===== src/rtl/wb_sched_pkg.sv =====
// Shared types and constants for the writeback-port scheduler.
// wb_pkt_t is the full writeback uop payload carried through the skid queues.
package wb_sched_pkg;

   localparam int unsigned BR_W  = 12;
   localparam int unsigned PKT_W = 119;

   typedef struct packed {
      logic [6:0]  uopc;
      logic [11:0] br_mask;
      logic [5:0]  rob_idx;
      logic [3:0]  stq_idx;
      logic [6:0]  pdst;
      logic        is_amo;
      logic        uses_stq;
      logic [1:0]  dst_rtype;
      logic        fp_val;
      logic [64:0] data;
      logic        predicated;
      logic        fflags_valid;
      logic [5:0]  fflags_rob_idx;
      logic [4:0]  fflags;
   } wb_pkt_t;

endpackage


===== src/rtl/wb_kill_queue.sv =====
// Skid FIFO for one writeback requester.
// Tracks branch masks per slot and drops killed entries at the head.
module wb_kill_queue
   import wb_sched_pkg::*;
#(
   parameter int unsigned NUM_ENTRIES = 2
) (
   input  logic            clock,
   input  logic            reset,
   input  logic            enq_valid,
   output logic            enq_ready,
   input  wb_pkt_t         enq_bits,
   input  logic [BR_W-1:0] resolve_mask,
   input  logic [BR_W-1:0] mispredict_mask,
   input  logic            flush,
   output logic            head_cand,
   output wb_pkt_t         head_bits,
   input  logic            deq
);

   localparam int unsigned PtrW = (NUM_ENTRIES > 1) ? $clog2(NUM_ENTRIES) : 1;
   localparam int unsigned CntW = $clog2(NUM_ENTRIES + 1);

   wb_pkt_t                slot_q [NUM_ENTRIES];
   wb_pkt_t                slot_d [NUM_ENTRIES];
   logic [NUM_ENTRIES-1:0] live_q, live_d;
   logic [PtrW-1:0]        head_q, head_d, tail_q, tail_d;
   logic [CntW-1:0]        count_q, count_d;

   wb_pkt_t head_pkt, enq_pkt;
   logic    head_occ, head_live, head_hit, silent_pop, do_enq, do_deq, enq_live;

   assign head_pkt   = slot_q[head_q];
   assign head_occ   = (count_q != '0);
   assign head_live  = live_q[head_q];
   assign head_hit   = |(head_pkt.br_mask & mispredict_mask);
   assign head_cand  = head_occ & head_live & ~head_hit;
   // Dead heads drain one per cycle regardless of downstream backpressure.
   assign silent_pop = head_occ & ~head_live;
   assign enq_ready  = (count_q < CntW'(NUM_ENTRIES));
   assign do_enq     = enq_valid & enq_ready & ~flush;
   assign do_deq     = silent_pop | (deq & head_cand);
   assign enq_live   = ~|(enq_bits.br_mask & mispredict_mask);

   always_comb begin
      head_bits         = head_pkt;
      head_bits.br_mask = head_pkt.br_mask & ~resolve_mask;
      enq_pkt           = enq_bits;
      enq_pkt.br_mask   = enq_bits.br_mask & ~resolve_mask;
   end

   always_comb begin
      slot_d  = slot_q;
      live_d  = live_q;
      head_d  = head_q;
      tail_d  = tail_q;
      count_d = count_q;
      if (flush) begin
         live_d  = '0;
         head_d  = '0;
         tail_d  = '0;
         count_d = '0;
      end else begin
         for (int i = 0; i < NUM_ENTRIES; i++) begin
            slot_d[i].br_mask = slot_q[i].br_mask & ~resolve_mask;
            if (|(slot_d[i].br_mask & mispredict_mask)) live_d[i] = 1'b0;
         end
         if (do_enq) begin
            slot_d[tail_q] = enq_pkt;
            live_d[tail_q] = enq_live;
            tail_d         = tail_q + PtrW'(1);
         end
         if (do_deq) head_d = head_q + PtrW'(1);
         case ({do_enq, do_deq})
            2'b10:   count_d = count_q + CntW'(1);
            2'b01:   count_d = count_q - CntW'(1);
            default: count_d = count_q;
         endcase
      end
   end

   always_ff @(posedge clock or posedge reset) begin
      if (reset) begin
         for (int i = 0; i < NUM_ENTRIES; i++) slot_q[i] <= '0;
         live_q  <= '0;
         head_q  <= '0;
         tail_q  <= '0;
         count_q <= '0;
      end else begin
         slot_q  <= slot_d;
         live_q  <= live_d;
         head_q  <= head_d;
         tail_q  <= tail_d;
         count_q <= count_d;
      end
   end

endmodule


===== src/rtl/wb_port_sched.sv =====
// Shares one register-file writeback port between two response streams.
// Input 0 wins by default; input 1 is forced through after MAX_WAIT lost cycles.
module wb_port_sched #(
   parameter int unsigned NUM_ENTRIES = 2,
   parameter int unsigned MAX_WAIT    = 4,
   parameter int unsigned BR_W        = 12
) (
   input  logic                  clock,
   input  logic                  reset,
   input  logic                  io_in_0_valid,
   output logic                  io_in_0_ready,
   input  wb_sched_pkg::wb_pkt_t io_in_0_bits,
   input  logic                  io_in_1_valid,
   output logic                  io_in_1_ready,
   input  wb_sched_pkg::wb_pkt_t io_in_1_bits,
   input  logic [BR_W-1:0]       io_brupdate_resolve_mask,
   input  logic [BR_W-1:0]       io_brupdate_mispredict_mask,
   input  logic                  io_flush,
   output logic                  io_out_valid,
   input  logic                  io_out_ready,
   output wb_sched_pkg::wb_pkt_t io_out_bits,
   output logic                  io_starve_grant
);

   import wb_sched_pkg::*;

   wb_pkt_t    bits0, bits1;
   logic       cand0, cand1, starve, grant1, fire, deq0, deq1;
   logic [3:0] wait_q, wait_d;

   wb_kill_queue #(
      .NUM_ENTRIES(NUM_ENTRIES)
   ) u_q0 (
      .clock          (clock),
      .reset          (reset),
      .enq_valid      (io_in_0_valid),
      .enq_ready      (io_in_0_ready),
      .enq_bits       (io_in_0_bits),
      .resolve_mask   (io_brupdate_resolve_mask),
      .mispredict_mask(io_brupdate_mispredict_mask),
      .flush          (io_flush),
      .head_cand      (cand0),
      .head_bits      (bits0),
      .deq            (deq0)
   );

   wb_kill_queue #(
      .NUM_ENTRIES(NUM_ENTRIES)
   ) u_q1 (
      .clock          (clock),
      .reset          (reset),
      .enq_valid      (io_in_1_valid),
      .enq_ready      (io_in_1_ready),
      .enq_bits       (io_in_1_bits),
      .resolve_mask   (io_brupdate_resolve_mask),
      .mispredict_mask(io_brupdate_mispredict_mask),
      .flush          (io_flush),
      .head_cand      (cand1),
      .head_bits      (bits1),
      .deq            (deq1)
   );

   assign starve          = (wait_q == 4'(MAX_WAIT)) & cand1;
   assign grant1          = starve | (~cand0 & cand1);
   assign io_out_valid    = (cand0 | cand1) & ~io_flush;
   assign io_out_bits     = grant1 ? bits1 : bits0;
   assign io_starve_grant = starve & ~io_flush;
   assign fire            = io_out_valid & io_out_ready;
   assign deq0            = fire & ~grant1;
   assign deq1            = fire & grant1;

   always_comb begin
      wait_d = wait_q;
      if (io_flush || !cand1 || deq1) begin
         wait_d = '0;
      end else if (wait_q < 4'(MAX_WAIT)) begin
         wait_d = wait_q + 4'd1;
      end
   end

   always_ff @(posedge clock or posedge reset) begin
      if (reset) wait_q <= '0;
      else       wait_q <= wait_d;
   end

endmodule

===== config.mk =====
export PLATFORM = sky130hd
export DESIGN_NAME = wb_port_sched
export DESIGN_NICKNAME = d
export VERILOG_FILES = /design/src/rtl/wb_sched_pkg.sv /design/src/rtl/wb_kill_queue.sv /design/src/rtl/wb_port_sched.sv
export SDC_FILE = /design/constraint.sdc
export NUM_CORES = 2
export LEC_CHECK = 0
export CORE_ASPECT_RATIO = 1.5
export CORE_MARGIN = 3
export CORE_UTILIZATION = 35
export CTS_CLUSTER_SIZE = 10
export DETAILED_ROUTE_END_ITERATION = 10
export PLACE_DENSITY = 0.67
export SETUP_SLACK_MARGIN = 0.1
export SKIP_LAST_GASP = 1
export SLEW_MARGIN = 20
export SYNTH_ARGS = -nofsm -noshare
export SYNTH_HDL_FRONTEND = slang
export SYNTH_SLANG_ARGS = --single-unit

===== constraint.sdc =====
create_clock -name clock -period 22 [get_ports clock]
set_input_delay 4.4 -clock clock [delete_from_list [all_inputs] [get_ports clock]]
set_output_delay 4.4 -clock clock [all_outputs]
set_load 0.005 [all_outputs]

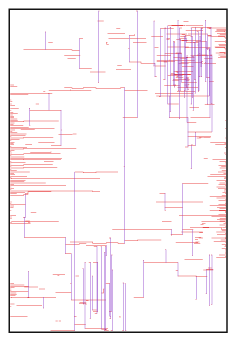
Fig. 1. Metal layers overlaid.
Drawn at 1 px/micron. Two of the layers only.
[red] met3 | wire length: 4480 microns
[purple] met4 | wire length: 3940 microns
final wirelength: 76.71 mm
GRT Total Usage: 21.52%

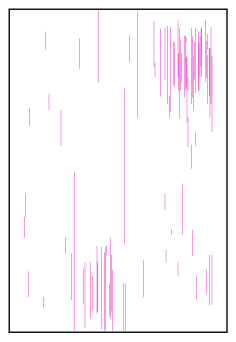
Fig. 2. Signal wires on met4.
Drawn at 1 px/micron.
share of all routed wire: 5.1%
wire length on this layer: 3940 microns
longest straight run: 158 microns
Vias: 19250

==> out/metrics.cfg <==
[routing]
vias_per_cell=5.146
ant_nets=0
dr.pass1.iters=5
route.detailed.drc=0
drt_iter0_drc=1656
routedWlPerCell_microns=20.51

[cts]
cts_tree=done
clk_path_buf_depth=3
clkTransAtPathRegs_ns=0.06
post-cts-setup-buffer-count=0
cts.sinks=492
cts_resized=0
cts_hold_buf=0
root_buffer=clkbuf_16
htreeDepth=2

[worst_setup_path]
worstSetupPathType=input pin to primary output
max_stage_delay_ns=0.90
cpMostUsedCell=clkdlybuf4s50_1
rr_worst_depth=8
slowest_stage=buf_4
worst-path-stages=9
crit_arrival_ns=8.76
cp_cell_sequence=clkdlybuf4s50_1 > a222oi_1 > nand3_1 > or3_1 > nand2_8 > buf_4 > a211oi_1 > a21oi_1 > clkdlybuf4s50_1
crit_path_start_kind=input pin
cp-end-kind=primary output
crit_buf_inv=3
worstPathMaxFanout=127

[grt]
globalRoute.totalOverflow=0
met1_usage_pct=25.79
use_met3_pct=4.633
grt_pass1_vias=19340
grt_pass1_wl_mm=116.7
grt_max_degree=168
grt_most_used_layer=met2

[sta]
fin_crit_sh_pct=59.82
slew_violations=0
hold_viol=0
holdWs_ns=0.4620
finalWorstSetupSlack_ns=8.840
timing.fmax_mhz=75.99
worst_slew_pin_slew_ns=1.077
slew-limit-headroom_pct=28.22
setup_violations=0

[synthesis]
syn_area_per_cell_sq_um=9.189
edf_count=0
synth.area.top_cells=dfrtp_1 53%, nand2_1 16%, mux2_2 6.4%, mux2i_1 5.7%, a211oi_1 3.5%
synthCells=2528
ys_seq_share_pct=53.00
top_area_share_pct=53.00
synthArstFlopShare_pct=100.0
ys_cells=2528
synth-seq-cells=492
ys_chip_area_sq_mm=0.02323
syn-num-nets=2798

[place]
placed_area_sq_mm=0.02779
place_inst=3651
place_ws_ns=8.851
dp_hpwl_mm=50.73
gp_congestion=0.9163

[floorplanning]
die_area_sq_mm=0.06956
core_area_sq_mm=0.06561
core.rowCount=115
io-pin-count=391

[finish]
nets=3102
post-route-cell-area_sq_mm=0.02937
fin_cells=3740
fillers=6429
layout_top_cell=nand2_1
final_cell_mix=1002 x nand2_1, 490 x dfrtp_1, 389 x clkdlybuf4s50_1, 132 x mux2i_1, 131 x mux2_2
syn_to_final_growth_pct=26.45

[pwr]
power_density_mw_per_mm2=89.22
leakagePower_nw=13.29
p_switching_mw=0.7486
ir_worst_vdd_mv=0.05382
p_int_mw=1.872
p_sw_share_pct=28.56
total_power_mw=2.621
comb_power_share_pct=21.6

[hold_path]
min_path_cells=2
hold_class=flip-flop to flip-flop

[job]
max-cap-violations=0
warning_count=42

[outcome]
outcome=finished, final reports clean

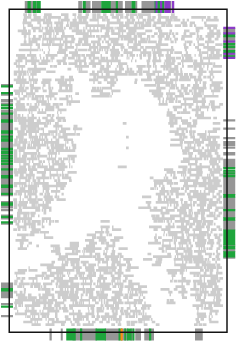
Fig. 3. Pin placement.
Drawn at 1 px/micron. Pins as bars across the die edge, other pins in gray.
[purple] io_brupdate_mispredict_mask | pins: 12 | direction: input | edge: 7 top, 5 right
[orange] reset | pins: 1 | direction: input | edge: bottom
[green] io_out_bits | pins: 119 | direction: output | edge: 33 right, 32 left, 28 bottom, 26 top
Horiz. Die Dim: 216.3 microns
PortBufs: 390
die height: 321.5 microns

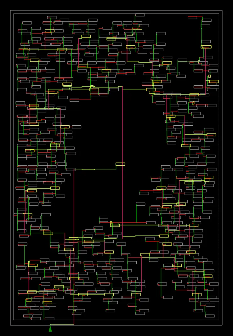
Fig. 4. The clock network.
Late-Pin Clk Latency: 0.60 ns
number of buffers created by CTS: 56
clk_buf instances: 67
clock skew: 0.01130 ns

worst paths after layout:
kind | startpoint | to | slack (ns)
max | io_brupdate_mispredict_mask[4] | io_out_bits[51] | 8.84
min | u_q1.slot_q[197] | u_q1.slot_q[197] | 0.46
max reg2reg | u_q0.head_q | u_q1.count_q[1] | 17.81
min reg2reg | u_q1.slot_q[197] | u_q1.slot_q[197] | 0.46
max in group asynchronous | reset | u_q0.slot_q[137] | 15.32
min in group asynchronous | reset | u_q1.slot_q[207] | 4.44
layout make-up:
| class | count | area (sq um) | area share, % |
|---|---|---|---|
| inverter | 7 | 33.78 | 0.1150 |
| timing repair buffer | 409 | 4066 | 13.84 |
| multi-input combinational | 1866 | 10270 | 34.98 |
| sequential | 492 | 12320 | 41.94 |
| antenna | 19 | 47.55 | 0.1619 |
| tap | 877 | 1097 | 3.736 |
| clock inverter | 3 | 28.78 | 0.09798 |
| clock buffer | 67 | 1505 | 5.125 |
layer usage:
metal,wire length [microns],vias to the layer above
li1,-,9018
met1,30740,9422
met2,37550,613
met3,4479,192
met4,3940,0
met5,0,-
state kept, by name (all words and copies together), names as in the netlist:
name	cells
u_q0.count_q	2
u_q0.head_q	1
u_q0.live_q	2
u_q0.slot_q	238
u_q0.tail_q	1
u_q1.count_q	2
u_q1.head_q	1
u_q1.live_q	2
u_q1.slot_q	238
u_q1.tail_q	1
wait_q	4
logic make-up (layout without fill, tap and decap cells):
| kind of cell | after synthesis | after routing | share of synthesized area [%] |
|---|---|---|---|
| other | 0 | 19 | 0 |
| and+or+nand+nor | 1238 | 1238 | 21.96 |
| buffers and inverters | 170 | 486 | 2.957 |
| AOI/OAI and AO/OA | 359 | 359 | 9.755 |
| DFF | 492 | 492 | 53.00 |
| xor gates and xnor gates | 3 | 3 | 0.1131 |
| adders and majority gates | 2 | 2 | 0.1077 |
| muxes | 264 | 264 | 12.10 |
synth_stat cells, types with 2 or more instances:
cell type / n
or3_1: 5
mux2i_1: 132
nor3_1: 18
xor2_1: 2
o21a_1: 2
a22o_1: 13
a22oi_1: 9
nand3_1: 9
nand3b_1: 3
a221oi_1: 13
clkbuf_1: 123
a211oi_1: 108
o21ai_0: 74
buf_2: 24
nand4_1: 5
buf_1: 13
mux2_2: 131
nand2b_1: 10
nand2_1: 1003
nor2_1: 54
ha_1: 2
a222oi_1: 7
dfrtp_1: 492
and4b_1: 4
a311oi_1: 2
inv_1: 7
buf_6: 2
a211o_1: 2
nor2b_1: 120
a21oi_1: 125
worst reg2reg max path, cell delays in order, from the launching register on:
cell	delay, ns
dfrtp_4	0.97
buf_4	0.68
mux2_2	0.46
a222oi_1	0.35
nand3_1	0.18
or3_1	0.62
and4b_4	0.36
or3_1	0.37
a21oi_2	0.12
power by group through the flow:
stage                     registers [mW]  clock network (mW)  logic, mW
after CTS                           1.22               0.854      0.574
after global placement              1.23                   0      0.564
after detailed placement            1.24                   0      0.570
after floorplan                     1.19                   0      0.331
final                               1.22               0.831      0.567
after global routing                1.25               0.890      0.629
Power and IR drop assume default switching activity.
